===== src/rtl/tdm_demux_pkg.sv =====
// Shared constants and state type for the 4-slot TDM demultiplexer.
package tdm_demux_pkg;

    localparam int N_SLOTS     = 4;
    localparam int SLOT_W      = 2;
    localparam int FRAME_CNT_W = 8;

    typedef enum logic {
        HUNT = 1'b0,
        RUN  = 1'b1
    } state_t;

endpackage


===== src/rtl/tdm_demux4_slot_wr_decoder.sv =====
// Slot index to one-hot write enable; all enables low unless the beat is accepted.
module slot_wr_decoder
    import tdm_demux_pkg::*;
(
    input  logic [SLOT_W-1:0]  slot,
    input  logic               en,
    output logic [N_SLOTS-1:0] we
);

    always_comb begin
        we = '0;
        if (en) begin
            we[slot] = 1'b1;
        end
    end

endmodule


===== src/rtl/tdm_demux4.sv =====
// 4-slot TDM receive demultiplexer: rebuilds framed serial slots into parallel channels.
// Optional frame counter output enabled by defining TDM_DEMUX_FRAME_CNT_EN.
//
// state | meaning
// HUNT  | waiting for a start-of-frame beat; non-SOF beats are dropped
// RUN   | locked to framing; out_slot is the next expected slot index
module tdm_demux4
    import tdm_demux_pkg::*;
#(
    parameter int WIDTH = 4
) (
    input  logic                   clk,
    input  logic                   rst_n,
    input  logic                   in_valid,
    input  logic                   in_sof,
    input  logic [WIDTH-1:0]       in_data,
    output logic [4*WIDTH-1:0]     out_data,
    output logic                   out_valid,
    output logic [SLOT_W-1:0]      out_slot,
    output logic                   sync_err
`ifdef TDM_DEMUX_FRAME_CNT_EN
    ,
    output logic [FRAME_CNT_W-1:0] frame_cnt
`endif
);

    state_t              state_q, state_d;
    logic [SLOT_W-1:0]   slot_q, slot_d, wr_slot;
    logic                accept;
    logic                err_d;
    logic [N_SLOTS-1:0]  we;
    logic                frame_done;
    logic [WIDTH-1:0]    shadow [0:N_SLOTS-2];
    logic [4*WIDTH-1:0]  out_data_q;
    logic                out_valid_q;
    logic                sync_err_q;

    slot_wr_decoder u_slot_wr_decoder (
        .slot (wr_slot),
        .en   (accept),
        .we   (we)
    );

    // The slot-3 enable never lands in a shadow register; it completes the frame.
    assign frame_done = we[N_SLOTS-1];

    always_ff @(posedge clk) begin
        if (!rst_n) begin
            state_q     <= HUNT;
            slot_q      <= '0;
            out_data_q  <= '0;
            out_valid_q <= 1'b0;
            sync_err_q  <= 1'b0;
            for (int k = 0; k < N_SLOTS - 1; k++) begin
                shadow[k] <= '0;
            end
        end else begin
            state_q     <= state_d;
            slot_q      <= slot_d;
            out_valid_q <= frame_done;
            sync_err_q  <= err_d;
            for (int k = 0; k < N_SLOTS - 1; k++) begin
                if (we[k]) begin
                    shadow[k] <= in_data;
                end
            end
            if (frame_done) begin
                out_data_q <= {in_data, shadow[2], shadow[1], shadow[0]};
            end
        end
    end

    always_comb begin
        state_d = state_q;
        slot_d  = slot_q;
        wr_slot = slot_q;
        accept  = 1'b0;
        err_d   = 1'b0;
        if (in_valid) begin
            unique case (state_q)
                HUNT: begin
                    if (in_sof) begin
                        accept  = 1'b1;
                        wr_slot = '0;
                        slot_d  = SLOT_W'(1);
                        state_d = RUN;
                    end
                end
                RUN: begin
                    if (in_sof) begin
                        // An early SOF restarts the frame at slot 0 and flags the loss.
                        accept  = 1'b1;
                        wr_slot = '0;
                        slot_d  = SLOT_W'(1);
                        err_d   = (slot_q != '0);
                    end else if (slot_q == '0) begin
                        err_d   = 1'b1;
                        slot_d  = '0;
                        state_d = HUNT;
                    end else begin
                        accept  = 1'b1;
                        slot_d  = slot_q + SLOT_W'(1);
                    end
                end
                default: begin
                    state_d = HUNT;
                    slot_d  = '0;
                end
            endcase
        end
    end

    always_comb begin
        out_data  = out_data_q;
        out_valid = out_valid_q;
        out_slot  = slot_q;
        sync_err  = sync_err_q;
    end

`ifdef TDM_DEMUX_FRAME_CNT_EN
    logic [FRAME_CNT_W-1:0] frame_cnt_q;

    always_ff @(posedge clk) begin
        if (!rst_n) begin
            frame_cnt_q <= '0;
        end else if (frame_done) begin
            frame_cnt_q <= frame_cnt_q + FRAME_CNT_W'(1);
        end
    end

    assign frame_cnt = frame_cnt_q;
`endif

endmodule

===== config.mk =====
export PLATFORM = sky130hd
export DESIGN_NAME = tdm_demux4
export DESIGN_NICKNAME = d
export VERILOG_FILES = /design/src/rtl/tdm_demux_pkg.sv /design/src/rtl/tdm_demux4_slot_wr_decoder.sv /design/src/rtl/tdm_demux4.sv
export SDC_FILE = /design/constraint.sdc
export NUM_CORES = 1
export LEC_CHECK = 0
export CELL_PAD_IN_SITES_DETAIL_PLACEMENT = 2
export CELL_PAD_IN_SITES_GLOBAL_PLACEMENT = 2
export CORE_UTILIZATION = 29
export DETAILED_ROUTE_END_ITERATION = 12
export PLACE_DENSITY = 0.7
export REMOVE_ABC_BUFFERS = 1
export SKIP_CTS_REPAIR_TIMING = 1
export SYNTH_ARGS = -nofsm -noshare
export SYNTH_HDL_FRONTEND = slang
export SYNTH_HIERARCHICAL = 1
export SYNTH_SLANG_ARGS = --single-unit

===== constraint.sdc =====
create_clock -name clk -period 1.65 [get_ports clk]
set_input_delay 0.2475 -clock clk [delete_from_list [all_inputs] [get_ports clk]]
set_output_delay 0.2475 -clock clk [all_outputs]
set_load 0.02 [all_outputs]

==> impl_metrics.csv <==
group,metric,value,unit
status,status,"finished with violations",
status,violations,"negative setup slack",
route,drtIter0Drc,11,
final_timing,setup_viol,15,
logic_synthesis,edf_count,12,
cts,clk_pin_slew,70,ps
final_layout,syn2layout_area_growth,50.49,%
final_timing,rsz0062_at_grt,"yes",
global_route,grt_overflow,0,
cts,cts_num_sinks,33,
final_timing,setup_ws,-97.10,ps
flow_run,maxCapViolations,0,
power,irDropWorstVdd,0.3728,mV
global_route,busiest_layer,"met2",
power,internal_power,0.001244,W
placement,io_buffers,27,
flow_run,warnings,27,
logic_synthesis,synthTopCellsByArea,"dfxtp_1, edfxtp_1, mux2i_1, nor2_1, ha_1",
final_timing,drv_slew,0,
logic_synthesis,synthXorXnorAreaFrac,0,%
[cell usage in the layout (no fill, tap or decap), types with 2 or more instances in the layout]
master,instances
clkdlybuf4s50_1,25
dfxtp_1,19
nor2_1,15
mux2i_1,13
buf_4,13
edfxtp_1,12
clkbuf_8,5
and2_4,4
inv_2,3
a21oi_4,2
nand2b_2,2
mux2i_2,2
ha_4,2
clkbuf_1,2
dlymetal6s2s_1,2
dfxtp_2,2
buf_12,2
and3b_1,2
[final timing paths]
check                      end  slack, ps  cells past startpoint
setup / recovery  shadow[0][9]       -100                      7
hold / removal        sync_err        380                      3
setup reg to reg  shadow[0][9]       -100                      7
hold reg to reg    out_data[1]        490                      2
[stage by stage]
| step | std cells | worst slack, ps | total power [W] | area [um^2] | setup TNS (ps) |
|---|---|---|---|---|---|
| after floorplan | 97 | -316.0 | 0.0009417 | 1241 | -8300 |
| after global placement | 186 | -443.5 | 0.001008 | 1689 | -16740 |
| after detailed placement | 186 | -570.5 | 0.001016 | 1689 | -21170 |
| after CTS | 194 | -328.1 | 0.001603 | 1770 | -10130 |
| after global routing | 198 | -169.5 | 0.001694 | 1924 | -3387 |
| final | 198 | -97.10 | 0.001613 | 1924 | -1181 |
[cell type report]
class / instances / area [um^2]
Multi-Input combinational cell: 60 / 544.3
Clock inverter: 1 / 5.005
Fill cell: 431 / 2191
Sequential cell: 33 / 783.3
Inverter: 4 / 15.01
Clock buffer: 7 / 76.32
Timing Repair Buffer: 43 / 437.9
Tap cell: 50 / 62.56
[registers in the layout, indices dropped and copies added (netlist names)]
name       count
sync_err       1
out_valid      1
shadow        12
state_q        1
out_slot       2
out_data      16
[worst max-delay path: cells and delay by family (launching register included)]
kind,cells,cell delay (ps)
fa+ha+maj,2,280
simple gates,2,380
compound gates,2,430
flops,1,330
buf+inv,1,80
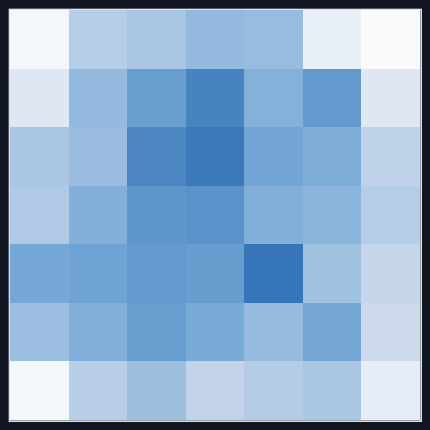
**Above:** cell density map.
Scale: 6 px per um. The die is cut into 7 by 7 equal tiles; white is low, dark blue is high, 0 to 100% covered.
The densest ninth of the die: middle. The fullest tile reaches 72%. The mean over all tiles is 40%.
core footprint: 4115 um^2
Initial Util: 31.07%
post-layout util: 46.76%

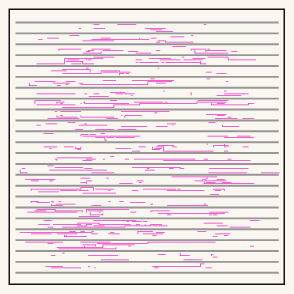
**Above:** metal 1.
Scale: 4 px per um. Supply wires on this layer in gray.
The layer carries 1310 um of wire. The wires run mostly horizontal. 138 nets have wire on it. The layer holds 39% of the routed length.
total wire length: 3.337 mm
Via Count: 938

Power figures rest on the tool's default switching activity, not on a simulated workload.
